Figure 1. Register map, names as in the netlist.
The bar under the picture is 10 um long.
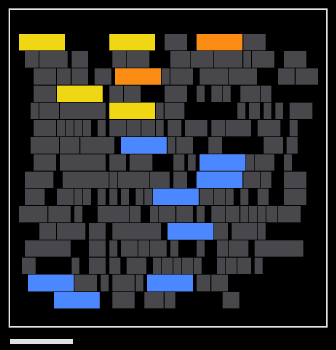
Figure 2. Wire density map.
The bar under the picture is 10 um long. 10 x 10 tiles, from dark blue (low) to red (high), scaled to the fullest tile. Values are wire area over tile area, all layers added.
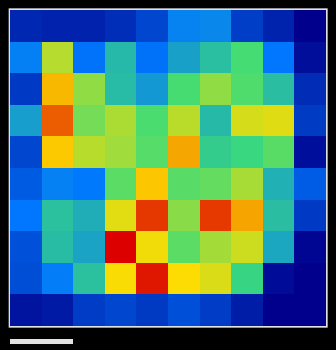
Figure 3. Metal 1.
The bar under the picture is 10 um long.
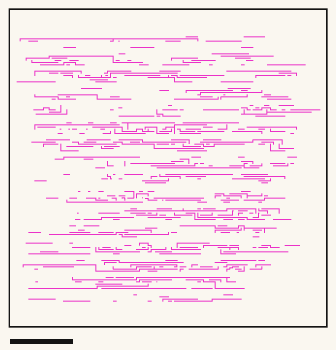
Figure 4. Clock routing.
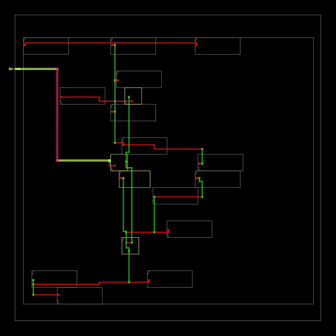
`config.mk`:
```
export PLATFORM = sky130hd
export DESIGN_NAME = eight_to_three_enc_stream
export DESIGN_NICKNAME = d
export VERILOG_FILES = /design/src/rtl/eight_to_three_enc_stream.sv
export SDC_FILE = /design/constraint.sdc
export NUM_CORES = 1
export LEC_CHECK = 0
export CAP_MARGIN = 10
export CORE_UTILIZATION = 50
export DETAILED_ROUTE_END_ITERATION = 10
export PLACE_DENSITY = 0.81
export SLEW_MARGIN = 20
export SYNTH_ARGS = -nofsm -noshare
export SYNTH_HDL_FRONTEND = slang
export SYNTH_SLANG_ARGS = --single-unit
```
`constraint.sdc`:
```
create_clock -name clk -period 3.47 [get_ports clk]
set_clock_uncertainty 0.15 [all_clocks]
set_input_delay 0.5205 -clock clk [delete_from_list [all_inputs] [get_ports clk]]
set_output_delay 0.5205 -clock clk [all_outputs]
set_load 0.05 [all_outputs]
```
`src/rtl/eight_to_three_enc_stream.sv`:
```
// Streams the 3-bit index of every set bit of an 8-bit request vector, one code
// per valid/ready handshake, in LSB-first or MSB-first priority order.
module eight_to_three_enc_stream #(
  parameter bit LSB_FIRST  = 1'b1,
  parameter bit EMIT_EMPTY = 1'b1
) (
  input  logic       clk,
  input  logic       rst_n,
  input  logic       in_valid,
  output logic       in_ready,
  input  logic [7:0] in_vec,
  output logic       out_valid,
  input  logic       out_ready,
  output logic [2:0] out_code,
  output logic       out_last,
  output logic       out_none,
  output logic [3:0] out_count,
  output logic [1:0] dbg_state
);

  // Handshake: a transfer happens on a rising edge where valid && ready are both
  // high; once raised, out_valid and its payload hold until that transfer.
  typedef enum logic [1:0] {
    IDLE  = 2'd0,
    DRAIN = 2'd1,
    EMPTY = 2'd2
  } state_t;

  state_t     r_state;
  logic [7:0] r_pending;
  logic [3:0] r_count;

  logic [2:0] w_code;
  logic [7:0] w_clear;
  logic       w_one_left;

  function automatic logic [3:0] popcount(input logic [7:0] v);
    logic [3:0] c;
    c = 4'd0;
    for (int i = 0; i < 8; i++) c = c + {3'b000, v[i]};
    return c;
  endfunction

  // The last match in scan order wins, so scan from the low-priority end.
  always_comb begin
    w_code = 3'd0;
    if (LSB_FIRST) begin
      for (int i = 7; i >= 0; i--) if (r_pending[i]) w_code = 3'(i);
    end else begin
      for (int i = 0; i < 8; i++) if (r_pending[i]) w_code = 3'(i);
    end
  end

  assign w_clear    = 8'd1 << w_code;
  assign w_one_left = (r_pending != 8'd0) && ((r_pending & (r_pending - 8'd1)) == 8'd0);

  always_ff @(posedge clk) begin
    if (!rst_n) begin
      r_state   <= IDLE;
      r_pending <= 8'd0;
      r_count   <= 4'd0;
    end else begin
      case (r_state)
        IDLE: begin
          if (in_valid) begin
            if (in_vec != 8'd0) begin
              r_pending <= in_vec;
              r_count   <= popcount(in_vec);
              r_state   <= DRAIN;
            end else if (EMIT_EMPTY) begin
              r_pending <= 8'd0;
              r_count   <= 4'd0;
              r_state   <= EMPTY;
            end
          end
        end
        DRAIN: begin
          if (out_ready) begin
            r_pending <= r_pending & ~w_clear;
            if (w_one_left) r_state <= IDLE;
          end
        end
        EMPTY: begin
          if (out_ready) r_state <= IDLE;
        end
        default: r_state <= IDLE;
      endcase
    end
  end

  // Outputs are pure decode of registered state, so nothing on in_* reaches out_*.
  assign in_ready  = (r_state == IDLE);
  assign out_valid = (r_state == DRAIN) || (r_state == EMPTY);
  assign out_code  = (r_state == DRAIN) ? w_code : 3'd0;
  assign out_last  = (r_state == EMPTY) || ((r_state == DRAIN) && w_one_left);
  assign out_none  = (r_state == EMPTY);
  assign out_count = r_count;
  assign dbg_state = r_state;

endmodule

```
==> Changelog: implementation <==
## Implementation

* Seq pwr at 0.000249 W
* CP peak stage delay at 550 ps
* Gr usage total at 0.231
* CP required at 3500 ps
* Async set-reset flop share out of synthesis at 0
* Post-route setup TNS at 0 ps
* Top power consumer group: combinational cells
* Detailed Routing Iterations Pass 1 at 4
* Crit-path slowest cell: sky130_fd_sc_hd__fa_1
* Sequential cell area at 280 um2
* R2R Setup Slk at 1240 ps
* Result of the run: completed
* Setup repair after global routing missed its margin: false
* Number of placement rows at 16
* Cell accounting for the most synthesized area: sky130_fd_sc_hd__dfxtp_1
* Cell Type Count at 45
* Synthesized cell area at 0.00115 mm2
* Post-detail-place hpwl at 1.99 mm
* Number of endpoints with negative hold slack in the final report at 0
* Hold Path Class: reg2reg
* Area of all placed cells without fillers at 0.00147 mm2
* Most frequent cells after synthesis: sky130_fd_sc_hd__nand2_1 (20), sky130_fd_sc_hd__inv_1 (18), sky130_fd_sc_hd__dfxtp_1 (14)
* Clock slew at reported path FFs at 90 ps
* Post-detailed-route wirelength per cell at 12.9 um
* Stages on the worst setup path at 12
* Post-synthesis average cell area at 7.93 um2
* CP delay by family, top: adder cells
* # Post-CTS Setup Buffers at 0
* Synth area leaders: sky130_fd_sc_hd__dfxtp_1 (24%), sky130_fd_sc_hd__ha_1 (7.6%), sky130_fd_sc_hd__fa_1 (7.0%)
* Share of post-route cells with drive strength above 1 at 0.0994
* Post-route non-filler standard cell count at 198
* TritonCTS clock tree: yes
* Avg Vias per Cell at 5.45
* Total net switching power at 0.000532 W
* Total power consumption of the routed design at 0.00106 W
* Antenna Nets Post-Route at 0
* Maximum number of pins on one net before global-route repair at 20
* Clock share of power at 0.114
* Count of unresolved DRC violations after routing at 0
* Hold_buf cts at 0
* Placed insts at 194
* First element of the critical path: in_vec[0]
* Placer congestion estimate at 0.782
* Yosys Chip Area at 0.00115 mm2
* Gate Count Post-Synth at 145
* Clock tree root buffer cell: sky130_fd_sc_hd__clkbuf_4
* Top-area cell type share of the netlist area at 0.244
* Net count after synthesis at 168
* Type of element capturing the critical path: register
* CP startpoint kind: input pin
* Number of input and output port buffers inserted at 24
* Power per Cell Area at 721 mW/mm2
* Sum of buffers and inverters on the critical path at 5
* Area occupied by multi-input gates at 785 um2
* Internal power at 0.000527 W
* Violation count after the first detailed-route iteration at 24
* Fp util at 0.558
* Final wirelength at 2.55 mm
* Maximum net fanout on the critical path at 2
* Largest register by flop count: r_pending
* Floorplan die height at 50.0 um
* DIE WIDTH at 50.0 um
* Buffer depth of the longest clock path at 2
* Net count reported at finish at 195
* GR Overflow Total at 0
* Library cell with the highest instance count after synthesis: sky130_fd_sc_hd__nand2_1
* Critical path data arrival time at 3290 ps
* Combinational gate power at 0.000689 W
* Worst reg2reg endpoint: r_pending[7]
* Filler Cell Count at 174
* Post-synth seq share at 0.244
* Setup violators final at 0
* Post-route fraction of the period consumed by the critical path at 0.939
* Number of levels the H-tree was split into at 1
* Setup slack after placement at -316 ps
* Stage-log warning count at 29
* Most common reg cell: sky130_fd_sc_hd__dfxtp_1
* First-pass GRT wire length at 4.48 mm
* CP endpoint: out_count[1]
* Number of flip-flops in the largest register at 8
* Initial antenna violation count at 0
* Pleak at 0.623 nW
* Critical path, cell by cell: dlygate4sd2_1 > fa_1 > inv_1 > fa_1 > fa_1 > inv_1 > ha_2 > inv_1 > fa_1 > inv_1 > a22oi_1 > nor2b_1
* Peak supply drop at 458 uV
About Figure 1:
[`out_count`] yellow | flops: 4
[`dbg_state`] orange | flops: 2
[`r_pending`] blue | flops: 8

About Figure 2:
nearly empty tiles: 5.0%
fullest tile: 0.39
densest ninth of the die: center
tiles over half the peak: 39%
mean over tiles: 0.16

About Figure 3:
main direction: horizontal
share of all routed wire: 50%
wire length on this layer: 1270 um
longest straight run: 28.1 um
nets with wire on the layer: 175

About Figure 4:
Clk power: 0.000121 W
count of clock tree sinks: 14
clock latency at the later pin of the worst-skew pair: 280 ps
clock buffers: 4
total CTS buffers: 3

==> cells in the final DEF, fill, tap and decap left out, types with 4 or more instances in the layout <==
cell type                          n
sky130_fd_sc_hd__a21oi_1           4
sky130_fd_sc_hd__a22oi_1           5
sky130_fd_sc_hd__clkdlybuf4s50_1  21
sky130_fd_sc_hd__dfxtp_1          14
sky130_fd_sc_hd__fa_1              4
sky130_fd_sc_hd__ha_1              6
sky130_fd_sc_hd__inv_1            18
sky130_fd_sc_hd__nand2_1          20
sky130_fd_sc_hd__nor2_1           10
sky130_fd_sc_hd__nor2b_1           8
sky130_fd_sc_hd__nor3_1            5
==> how the worst min path moves through the flow <==
| stage | endpoint | start | cells past startpoint |
|---|---|---|---|
| floorplan | r_pending[7] | r_pending[7] | 2 |
| global placement | r_pending[7] | r_pending[7] | 2 |
| detailed placement | dbg_state[1] | dbg_state[1] | 2 |
| CTS | dbg_state[1] | dbg_state[1] | 2 |
| global route | dbg_state[1] | dbg_state[1] | 2 |
| finish | dbg_state[1] | dbg_state[1] | 2 |
==> layer usage <==
metal  share of wire  global-route usage
met1            0.50               0.320
met2            0.47               0.369
met3           0.028              0.0216
met4          0.0055              0.0857
met5               0                   0
==> kinds of logic after synthesis <==
| group | after synthesis | share of synthesized area |
|---|---|---|
| AOI/OAI and AO/OA | 29 | 0.190 |
| DFF | 14 | 0.244 |
| buffers and inverters | 23 | 0.0762 |
| muxes | 3 | 0.0272 |
| adders and majority gates | 11 | 0.146 |
| and+or+nand+nor | 64 | 0.309 |
| xor gates and xnor gates | 1 | 0.00762 |
==> area by class of cell <==
class	instances	share of cell area
multi-input combinational	108	0.534
sequential	14	0.191
timing repair buffer	27	0.181
inverter	18	0.0460
clock buffer	4	0.0247
tap	27	0.0230
Power figures rest on the tool's default switching activity, not on a simulated workload.
